==> src/rtl/mem_arb_pkg.sv <==
// Shared definitions for the two-client memory arbiter: state encoding,
// default outstanding-read depth and client identifiers.
package mem_arb_pkg;

  typedef enum logic [1:0] {
    IDLE   = 2'b00,
    GRANT0 = 2'b01,
    GRANT1 = 2'b10
  } arb_state_t;

  localparam int MAX_OUT_DEFAULT = 4;

  localparam logic CLIENT0 = 1'b0;  // I-cache
  localparam logic CLIENT1 = 1'b1;  // D-cache

endpackage

==> src/rtl/mem_arbiter_if.sv <==
// Client and memory-side signal bundle of the arbiter. The slave modport is
// the arbiter's view; the master modport is the surrounding system's view.
interface mem_arbiter_if;

  logic [31:0] i_c0_addr;
  logic        i_c0_ren;
  logic        i_c0_wen;
  logic [31:0] i_c0_wdata;
  logic        o_c0_ready;
  logic [31:0] o_c0_rdata;
  logic        o_c0_valid;

  logic [31:0] i_c1_addr;
  logic        i_c1_ren;
  logic        i_c1_wen;
  logic [31:0] i_c1_wdata;
  logic        o_c1_ready;
  logic [31:0] o_c1_rdata;
  logic        o_c1_valid;

  logic        i_mem_ready;
  logic [31:0] o_mem_addr;
  logic        o_mem_ren;
  logic        o_mem_wen;
  logic [31:0] o_mem_wdata;
  logic [31:0] i_mem_rdata;
  logic        i_mem_valid;

  logic        o_err;

  modport slave (
    input  i_c0_addr, i_c0_ren, i_c0_wen, i_c0_wdata,
    output o_c0_ready, o_c0_rdata, o_c0_valid,
    input  i_c1_addr, i_c1_ren, i_c1_wen, i_c1_wdata,
    output o_c1_ready, o_c1_rdata, o_c1_valid,
    input  i_mem_ready, i_mem_rdata, i_mem_valid,
    output o_mem_addr, o_mem_ren, o_mem_wen, o_mem_wdata,
    output o_err
  );

  modport master (
    output i_c0_addr, i_c0_ren, i_c0_wen, i_c0_wdata,
    input  o_c0_ready, o_c0_rdata, o_c0_valid,
    output i_c1_addr, i_c1_ren, i_c1_wen, i_c1_wdata,
    input  o_c1_ready, o_c1_rdata, o_c1_valid,
    output i_mem_ready, i_mem_rdata, i_mem_valid,
    input  o_mem_addr, o_mem_ren, o_mem_wen, o_mem_wdata,
    input  o_err
  );

endinterface

==> src/rtl/mem_arbiter_ctr.sv <==
// Saturating up/down counter of read responses still owed by memory.
// Simultaneous inc and dec leave the count unchanged.
module arb_outstanding_ctr #(
  parameter int MAX = 4,
  parameter int CW  = $clog2(MAX + 1)
) (
  input  logic          clk,
  input  logic          rst,
  input  logic          inc,
  input  logic          dec,
  output logic          full,
  output logic [CW-1:0] count
);

  always_ff @(posedge clk or posedge rst) begin
    if (rst) begin
      count <= '0;
    end else if (inc && !dec && count != CW'(MAX)) begin
      count <= count + CW'(1);
    end else if (dec && !inc && count != '0) begin
      count <= count - CW'(1);
    end
  end

  assign full = (count == CW'(MAX));

endmodule

==> src/rtl/mem_arbiter.sv <==
// Two-client (I-cache / D-cache) arbiter onto one pipelined memory port,
// with fair tie-breaking and a cap on outstanding reads.
//   state  | meaning
//   IDLE   | no owner; memory port quiet; pick next owner
//   GRANT0 | client 0 owns the memory port
//   GRANT1 | client 1 owns the memory port
module mem_arbiter
  import mem_arb_pkg::*;
#(
  parameter int MAX_OUT = MAX_OUT_DEFAULT
) (
  input logic          i_clk,
  input logic          i_rst,
  mem_arbiter_if.slave bus
);

  localparam int CW = $clog2(MAX_OUT + 1);

  arb_state_t  state_q, state_d;
  logic        last_gnt_q, last_gnt_d;
  logic        err_q;

  logic        granted;
  logic        owner;
  logic        own_ren, own_wen;
  logic [31:0] own_addr, own_wdata;
  logic        c0_req, c1_req;

  logic          full, inc, dec;
  logic [CW-1:0] count;
  logic          rd_allow, valid_ok, own_ready;

  arb_outstanding_ctr #(.MAX(MAX_OUT), .CW(CW)) u_ctr (
    .clk   (i_clk),
    .rst   (i_rst),
    .inc   (inc),
    .dec   (dec),
    .full  (full),
    .count (count)
  );

  always_comb begin
    granted   = 1'b0;
    owner     = CLIENT0;
    own_ren   = 1'b0;
    own_wen   = 1'b0;
    own_addr  = '0;
    own_wdata = '0;
    case (state_q)
      GRANT0: begin
        granted   = 1'b1;
        owner     = CLIENT0;
        own_ren   = bus.i_c0_ren;
        own_wen   = bus.i_c0_wen;
        own_addr  = bus.i_c0_addr;
        own_wdata = bus.i_c0_wdata;
      end
      GRANT1: begin
        granted   = 1'b1;
        owner     = CLIENT1;
        own_ren   = bus.i_c1_ren;
        own_wen   = bus.i_c1_wen;
        own_addr  = bus.i_c1_addr;
        own_wdata = bus.i_c1_wdata;
      end
      default: ;
    endcase
  end

  // A read at the cap may still go out when a response frees a slot this cycle.
  assign rd_allow  = own_ren && (!full || bus.i_mem_valid);
  assign valid_ok  = bus.i_mem_valid && granted && (count != '0);
  assign own_ready = bus.i_mem_ready && (rd_allow || own_wen);
  assign inc       = rd_allow && bus.i_mem_ready;
  assign dec       = valid_ok;

  assign bus.o_mem_addr  = own_addr;
  assign bus.o_mem_wdata = own_wdata;
  assign bus.o_mem_ren   = rd_allow;
  assign bus.o_mem_wen   = own_wen;

  assign bus.o_c0_ready = own_ready && granted && (owner == CLIENT0);
  assign bus.o_c1_ready = own_ready && granted && (owner == CLIENT1);
  assign bus.o_c0_valid = valid_ok && (owner == CLIENT0);
  assign bus.o_c1_valid = valid_ok && (owner == CLIENT1);
  assign bus.o_c0_rdata = bus.i_mem_rdata;
  assign bus.o_c1_rdata = bus.i_mem_rdata;
  assign bus.o_err      = err_q;

  assign c0_req = bus.i_c0_ren || bus.i_c0_wen;
  assign c1_req = bus.i_c1_ren || bus.i_c1_wen;

  always_comb begin
    state_d    = state_q;
    last_gnt_d = last_gnt_q;
    case (state_q)
      IDLE: begin
        if (c0_req && c1_req) begin
          state_d = (last_gnt_q == CLIENT0) ? GRANT1 : GRANT0;
        end else if (c0_req) begin
          state_d = GRANT0;
        end else if (c1_req) begin
          state_d = GRANT1;
        end
      end
      GRANT0, GRANT1: begin
        if (!own_ren && !own_wen &&
            (count == '0 || (count == CW'(1) && dec))) begin
          state_d    = IDLE;
          last_gnt_d = owner;
        end
      end
      default: state_d = IDLE;
    endcase
  end

  always_ff @(posedge i_clk or posedge i_rst) begin
    if (i_rst) begin
      state_q    <= IDLE;
      last_gnt_q <= CLIENT0;
      err_q      <= 1'b0;
    end else begin
      state_q    <= state_d;
      last_gnt_q <= last_gnt_d;
      if (bus.i_mem_valid && !valid_ok) begin
        err_q <= 1'b1;
      end
    end
  end

endmodule

==> src/flat_wrapper.sv <==
// flat-port wrapper written by rule: the top's interface ports become plain ports
module mem_arbiter_flat import mem_arb_pkg::*;
#(
  parameter int MAX_OUT = MAX_OUT_DEFAULT
)
  (i_clk, i_rst, bus_i_c0_addr, bus_i_c0_ren, bus_i_c0_wen, bus_i_c0_wdata, bus_o_c0_ready, bus_o_c0_rdata, bus_o_c0_valid, bus_i_c1_addr, bus_i_c1_ren, bus_i_c1_wen, bus_i_c1_wdata, bus_o_c1_ready, bus_o_c1_rdata, bus_o_c1_valid, bus_i_mem_ready, bus_i_mem_rdata, bus_i_mem_valid, bus_o_mem_addr, bus_o_mem_ren, bus_o_mem_wen, bus_o_mem_wdata, bus_o_err);
  mem_arbiter_if bus_i ();
  input logic i_clk;
  input logic i_rst;
  input wire logic [$bits(bus_i.i_c0_addr)-1:0] bus_i_c0_addr;
  input wire logic [$bits(bus_i.i_c0_ren)-1:0] bus_i_c0_ren;
  input wire logic [$bits(bus_i.i_c0_wen)-1:0] bus_i_c0_wen;
  input wire logic [$bits(bus_i.i_c0_wdata)-1:0] bus_i_c0_wdata;
  output wire logic [$bits(bus_i.o_c0_ready)-1:0] bus_o_c0_ready;
  output wire logic [$bits(bus_i.o_c0_rdata)-1:0] bus_o_c0_rdata;
  output wire logic [$bits(bus_i.o_c0_valid)-1:0] bus_o_c0_valid;
  input wire logic [$bits(bus_i.i_c1_addr)-1:0] bus_i_c1_addr;
  input wire logic [$bits(bus_i.i_c1_ren)-1:0] bus_i_c1_ren;
  input wire logic [$bits(bus_i.i_c1_wen)-1:0] bus_i_c1_wen;
  input wire logic [$bits(bus_i.i_c1_wdata)-1:0] bus_i_c1_wdata;
  output wire logic [$bits(bus_i.o_c1_ready)-1:0] bus_o_c1_ready;
  output wire logic [$bits(bus_i.o_c1_rdata)-1:0] bus_o_c1_rdata;
  output wire logic [$bits(bus_i.o_c1_valid)-1:0] bus_o_c1_valid;
  input wire logic [$bits(bus_i.i_mem_ready)-1:0] bus_i_mem_ready;
  input wire logic [$bits(bus_i.i_mem_rdata)-1:0] bus_i_mem_rdata;
  input wire logic [$bits(bus_i.i_mem_valid)-1:0] bus_i_mem_valid;
  output wire logic [$bits(bus_i.o_mem_addr)-1:0] bus_o_mem_addr;
  output wire logic [$bits(bus_i.o_mem_ren)-1:0] bus_o_mem_ren;
  output wire logic [$bits(bus_i.o_mem_wen)-1:0] bus_o_mem_wen;
  output wire logic [$bits(bus_i.o_mem_wdata)-1:0] bus_o_mem_wdata;
  output wire logic [$bits(bus_i.o_err)-1:0] bus_o_err;
  assign bus_i.i_c0_addr = bus_i_c0_addr;
  assign bus_i.i_c0_ren = bus_i_c0_ren;
  assign bus_i.i_c0_wen = bus_i_c0_wen;
  assign bus_i.i_c0_wdata = bus_i_c0_wdata;
  assign bus_o_c0_ready = bus_i.o_c0_ready;
  assign bus_o_c0_rdata = bus_i.o_c0_rdata;
  assign bus_o_c0_valid = bus_i.o_c0_valid;
  assign bus_i.i_c1_addr = bus_i_c1_addr;
  assign bus_i.i_c1_ren = bus_i_c1_ren;
  assign bus_i.i_c1_wen = bus_i_c1_wen;
  assign bus_i.i_c1_wdata = bus_i_c1_wdata;
  assign bus_o_c1_ready = bus_i.o_c1_ready;
  assign bus_o_c1_rdata = bus_i.o_c1_rdata;
  assign bus_o_c1_valid = bus_i.o_c1_valid;
  assign bus_i.i_mem_ready = bus_i_mem_ready;
  assign bus_i.i_mem_rdata = bus_i_mem_rdata;
  assign bus_i.i_mem_valid = bus_i_mem_valid;
  assign bus_o_mem_addr = bus_i.o_mem_addr;
  assign bus_o_mem_ren = bus_i.o_mem_ren;
  assign bus_o_mem_wen = bus_i.o_mem_wen;
  assign bus_o_mem_wdata = bus_i.o_mem_wdata;
  assign bus_o_err = bus_i.o_err;
  mem_arbiter #(.MAX_OUT(MAX_OUT)) u_core (.i_clk(i_clk), .i_rst(i_rst), .bus(bus_i));
endmodule
==> config.mk <==
export PLATFORM = sky130hd
export DESIGN_NAME = mem_arbiter_flat
export DESIGN_NICKNAME = d
export VERILOG_FILES = /design/src/rtl/mem_arb_pkg.sv /design/src/rtl/mem_arbiter_if.sv /design/src/rtl/mem_arbiter_ctr.sv /design/src/rtl/mem_arbiter.sv /design/src/flat_wrapper.sv
export SDC_FILE = /design/constraint.sdc
export NUM_CORES = 1
export LEC_CHECK = 0
export ABC_AREA = 1
export CORE_AREA = 2 2 119 121
export DETAILED_ROUTE_END_ITERATION = 16
export DIE_AREA = 0 0 121 123
export PLACE_DENSITY_LB_ADDON = 0.25
export SYNTH_ARGS = -nofsm -noshare
export SYNTH_HDL_FRONTEND = slang
export SYNTH_SLANG_ARGS = --single-unit
==> constraint.sdc <==
create_clock -name i_clk -period 1.67 [get_ports i_clk]
set_input_delay 0.167 -clock i_clk [delete_from_list [all_inputs] [get_ports i_clk]]
set_output_delay 0.167 -clock i_clk [all_outputs]
set_load 0.05 [all_outputs]
**Run 1: metal 4**

Supply wires on this layer in grey.
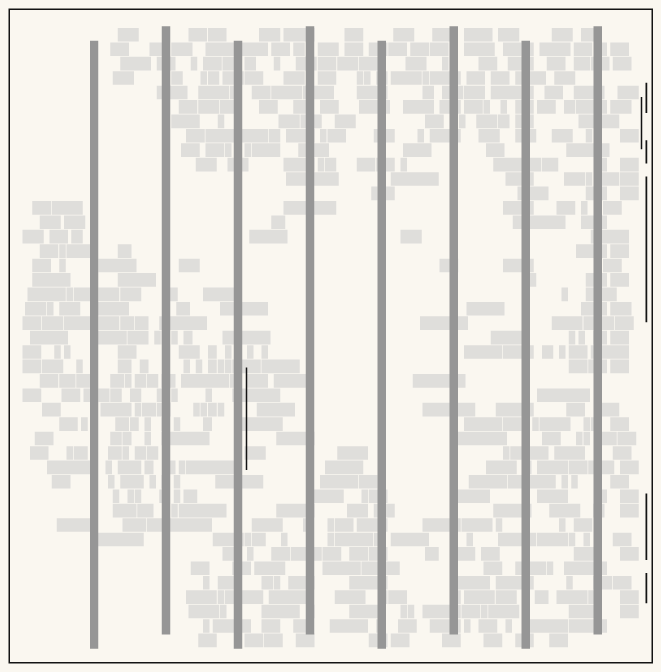
The layer holds 0.74% of the routed length. The layer carries 83.0 µm of wire.

**Run 1: M3 wires**

Scale bar: 20 µm.
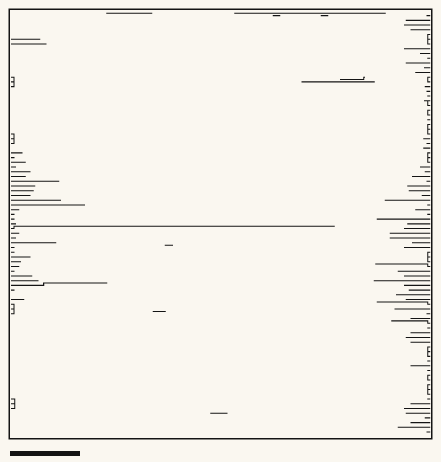
The wires run mostly horizontal. The layer carries 765 µm of wire. The longest straight run is 92.0 µm. 109 nets have wire on it. The layer holds 6.8% of the routed length.
total number of vias: 2856
met3 usage: 2.86%
Routed Wire Length: 11300 µm

**Run 1: placement view**

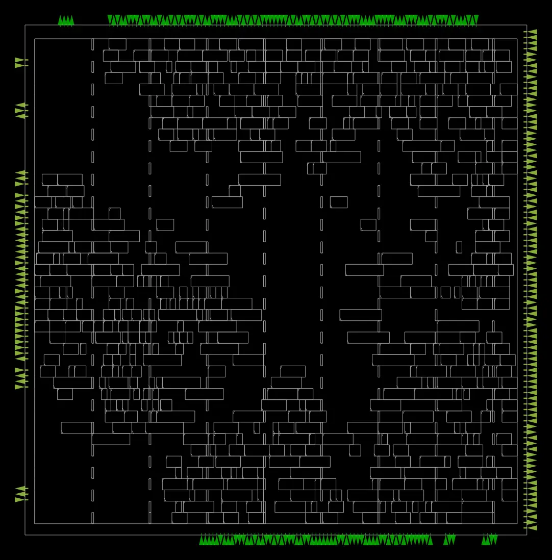
Final Core Density: 42.8%
num sequential: 7
Core Region: 13600 µm²

==> results_dict.tcl, run 1 <==
# implementation run metrics
set metrics [dict create \
    outcome "finished, violations left" \
    violations "setup timing" \
    synth_xor_xnor_area_share_pct 0.877 \
    first_pass_iters 4 \
    switching_share_pct 54.5 \
    final_layout_top_logic_cells "clkdlybuf4s50_1, nand2_1, a21oi_4" \
    timing_hold_violations_final 0 \
    yosys.area_share.simple_pct 36.1 \
    fin_ws_ps -173 \
    n_all_buffers 245 \
    largest_register "u_core.u_ctr.count" \
    grt_pass1_wl_um 15800 \
    power_frac_seq_pct 3.0 \
    tool_warnings 34 \
    layout_min_cycle_time_ps 1840 \
    yosys.area_share.aoi_pct 18.0 \
    pg_clk_uw 412 \
    finalInstanceArea_um2 5820 \
    hpwlAfterDp_um 8070 \
    num-multi-input-gates 259 \
    seq_cell_power_uw 297 \
    grt_antenna_before_repair 0 \
    crit_fanout 5 \
    cts_tree "built" \
    initialDrtViolationCount 80 \
    top_cell_area_share_pct 29.1 \
    synth.distinct_cells 22 \
    fmax_mhz 543 \
    final_common_cell "clkdlybuf4s50_1" \
    critPathBufInv 2 \
    clk_pin_slew_ps 40 \
    maxPowerGroup "combinational cells" \
    reg2reg_setup_slack_ps -60 \
    yosys_cells 367 \
    chipArea_um2 14900 \
    cts_inserted_buffers 3 \
    syn_nets 542 \
    topCombFamilyByArea "simple AND/OR/NAND/NOR gates" \
    topCellsByArea "nand2_1, buf_4, a21oi_1" \
    p_leak_nw 2.14 \
    rsz0062_at_grt "true" \
    wire_per_inst_um 15.8 \
    grt_use_met1_pct 15.9 \
    hold_buffers 0 \
    reg2reg_from "u_core.state_q[0]" \
    top_layer "met4" \
    flop_cell "dfrtp_1" \
    setup.worst_path.class "reg2out" \
    cpLargestDelayFamily "simple AND/OR/NAND/NOR gates" \
    netlist_instances 367 \
    cp_slowest_cell "dfrtp_1" \
    crit_path_end_kind "output pin" \
    combGateArea_um2 2160 \
    largest_class "non-clock buffers" \
    ys_area_um2 2000 \
    inverters 15 \
    clock_path_buffers 2 \
    num_io_pins 303 \
    p_comb_share_pct 92.8 \
    dpl_cell_area_um2 4980 \
    crit_arrival_ps 1680 \
    wl_met3_um 765 \
    final_cells 710 \
    hold_path.class "in2async" \
    cts_num_sinks 7 \
    setup_viol 73 \
    cpPeakStageDelay_ps 390 \
    ys_sh_mux_pct 0 \
    grt.met2_usage_pct 25.7 \
    syn2layout_area_growth_pct 191 \
    postCtsSetupBuffers 6 \
    cts-root-buf "clkbuf_16" \
    r2r_cells 13 \
    slew_headroom_pct 66.9 \
    internal_power_mw 4.51 \
    finClkSkew_ps 2.32 \
    buf_share_pct 53.4 \
    final-clk-cell-share_pct 1.35 \
    yosys_warnings 0 \
    synth_async_sr_flop_share_pct 100 \
    comb_area_share_pct 37.1 \
    grt_usage_pct 13.6 \
    powerDensity_nw_per_um2 1700 \
    ant_nets 0 \
    ys_top_cells_by_count "nand2_1, buf_4, a21oi_1, buf_2, inv_1" \
]
**Run 1: routed metal, one colour a layer**

Scale bar: 20 µm.
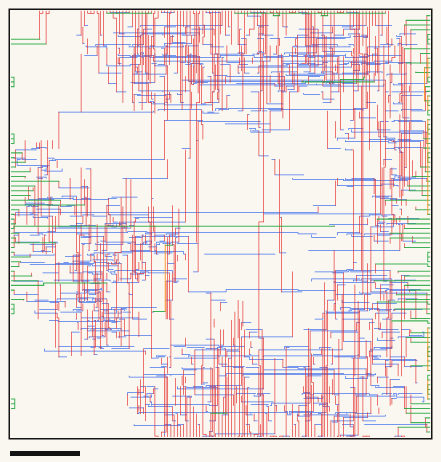

==> run 2: changes to the inputs <==
--- a/config.mk
+++ b/config.mk
@@ -7,9 +7,11 @@
 export LEC_CHECK = 0
 export ABC_AREA = 1
 export CORE_AREA = 2 2 119 121
+export CTS_CLUSTER_DIAMETER = 30
 export DETAILED_ROUTE_END_ITERATION = 16
 export DIE_AREA = 0 0 121 123
 export PLACE_DENSITY_LB_ADDON = 0.25
+export SETUP_SLACK_MARGIN = 0.15
 export SYNTH_ARGS = -nofsm -noshare
 export SYNTH_HDL_FRONTEND = slang
 export SYNTH_SLANG_ARGS = --single-unit
**Run 2: routed metal, one colour a layer**

Scale bar: 20 µm.
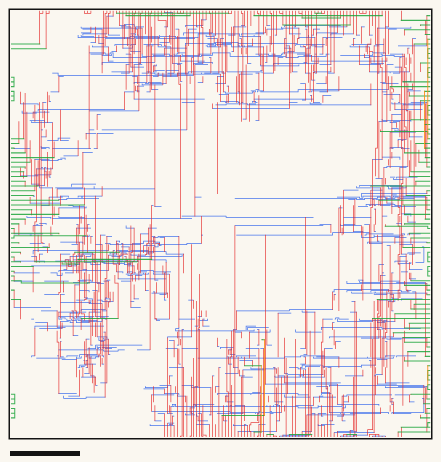
Key: blue = M1 [wire length 3770 µm]; red = M2 [wire length 5370 µm]; green = M3 [wire length 868 µm]; orange = M4 [wire length 91.1 µm]
routed length per instance: 14.5 µm
gr usage total: 12.3%
Routed Wire Length: 10100 µm
total number of vias: 2831

==> run 2 against run 1 <==
  * Largest power group unchanged
  * The flow still finishes with violations (setup timing)
  * Power is 8.2% lower
  * Sequential share of layout area is 0.27 points higher
  * Synthesized cell count stayed put
  * Clock skew is 2.8 ps higher
  * Clock power hardly changed
==> results_dict.tcl, run 2 <==
# implementation run metrics
set metrics [dict create \
    combGateArea_um2 1990 \
    synth.distinct_cells 22 \
    p_comb_share_pct 92.2 \
    comb_area_share_pct 37.3 \
    cts_num_sinks 7 \
    core_um2 13600 \
    reg2reg_setup_slack_ps -10 \
    cp_slowest_cell "dfrtp_1" \
    use_met3_pct 3.00 \
    final_core_util_pct 39.3 \
    largest_register "u_core.u_ctr.count" \
    pg_clk_uw 413 \
    largest_class "non-clock buffers" \
    flop_cell "dfrtp_1" \
    reg_top3 "u_core.u_ctr.count (3), u_core.state_q (2)" \
    finClkSkew_ps 5.15 \
    num_io_pins 303 \
    layout_min_cycle_time_ps 1840 \
    r2r_cells 11 \
    violations "setup timing" \
    setup.worst_path.class "reg2out" \
    tool_warnings 34 \
    yosys_warnings 0 \
    yosys_cells 367 \
    chipArea_um2 14900 \
    slew_headroom_pct 66.9 \
    cts_inserted_buffers 3 \
    final_cells 698 \
    ys_area_um2 2000 \
    fmax_mhz 543 \
    ys_top_cells_by_count "nand2_1, buf_4, a21oi_1, buf_2, inv_1" \
    grt_use_met1_pct 14.0 \
    ant_nets 0 \
    cpLargestDelayFamily "flip-flops" \
    postSynthAreaPerCell_um2 5.44 \
    top_cell_area_share_pct 29.1 \
    cap_violations 0 \
    finalInstanceArea_um2 5350 \
    ys_sh_mux_pct 0 \
    fin_ws_ps -170 \
    n_all_buffers 233 \
    critPathBufInv 3 \
    synth_xor_xnor_area_share_pct 0.877 \
    crit_fanout 4 \
    seq_cell_power_uw 298 \
    timing_hold_violations_final 0 \
    topCellsByArea "nand2_1, buf_4, a21oi_1" \
    crit_arrival_ps 1670 \
    hpwlAfterDp_um 7860 \
    cts_tree "built" \
    dpl_cell_area_um2 4850 \
    post-place-ws_ps -93.0 \
    cts-root-buf "clkbuf_16" \
    top_layer "met4" \
    ys.flops 7 \
    buf_share_pct 52.5 \
    internal_power_mw 3.99 \
    netlist_instances 367 \
    maxPowerGroup "combinational cells" \
    final_layout_top_logic_cells "nand2_1, clkdlybuf4s50_1, a21oi_4" \
    outcome "finished, violations left" \
    yosys.area_share.aoi_pct 18.0 \
    p_leak_nw 1.86 \
    grt_pass1_wl_um 14900 \
    powerDensity_nw_per_um2 1700 \
    rsz0062_at_grt "true" \
    syn2layout_area_growth_pct 168 \
    flops 7 \
    hold_path.class "in2async" \
    setup_viol 73 \
    wl_met3_um 867 \
    cpPeakStageDelay_ps 390 \
    crit_path_end_kind "output pin" \
    reg2reg_from "u_core.state_q[1]" \
    num-multi-input-gates 259 \
    initialDrtViolationCount 66 \
    grt.met2_usage_pct 23.6 \
    inverters 15 \
    clock_path_buffers 2 \
    switching_share_pct 56.2 \
    final_common_cell "nand2_1" \
]
Power figures rest on the tool's default switching activity, not on a simulated workload.
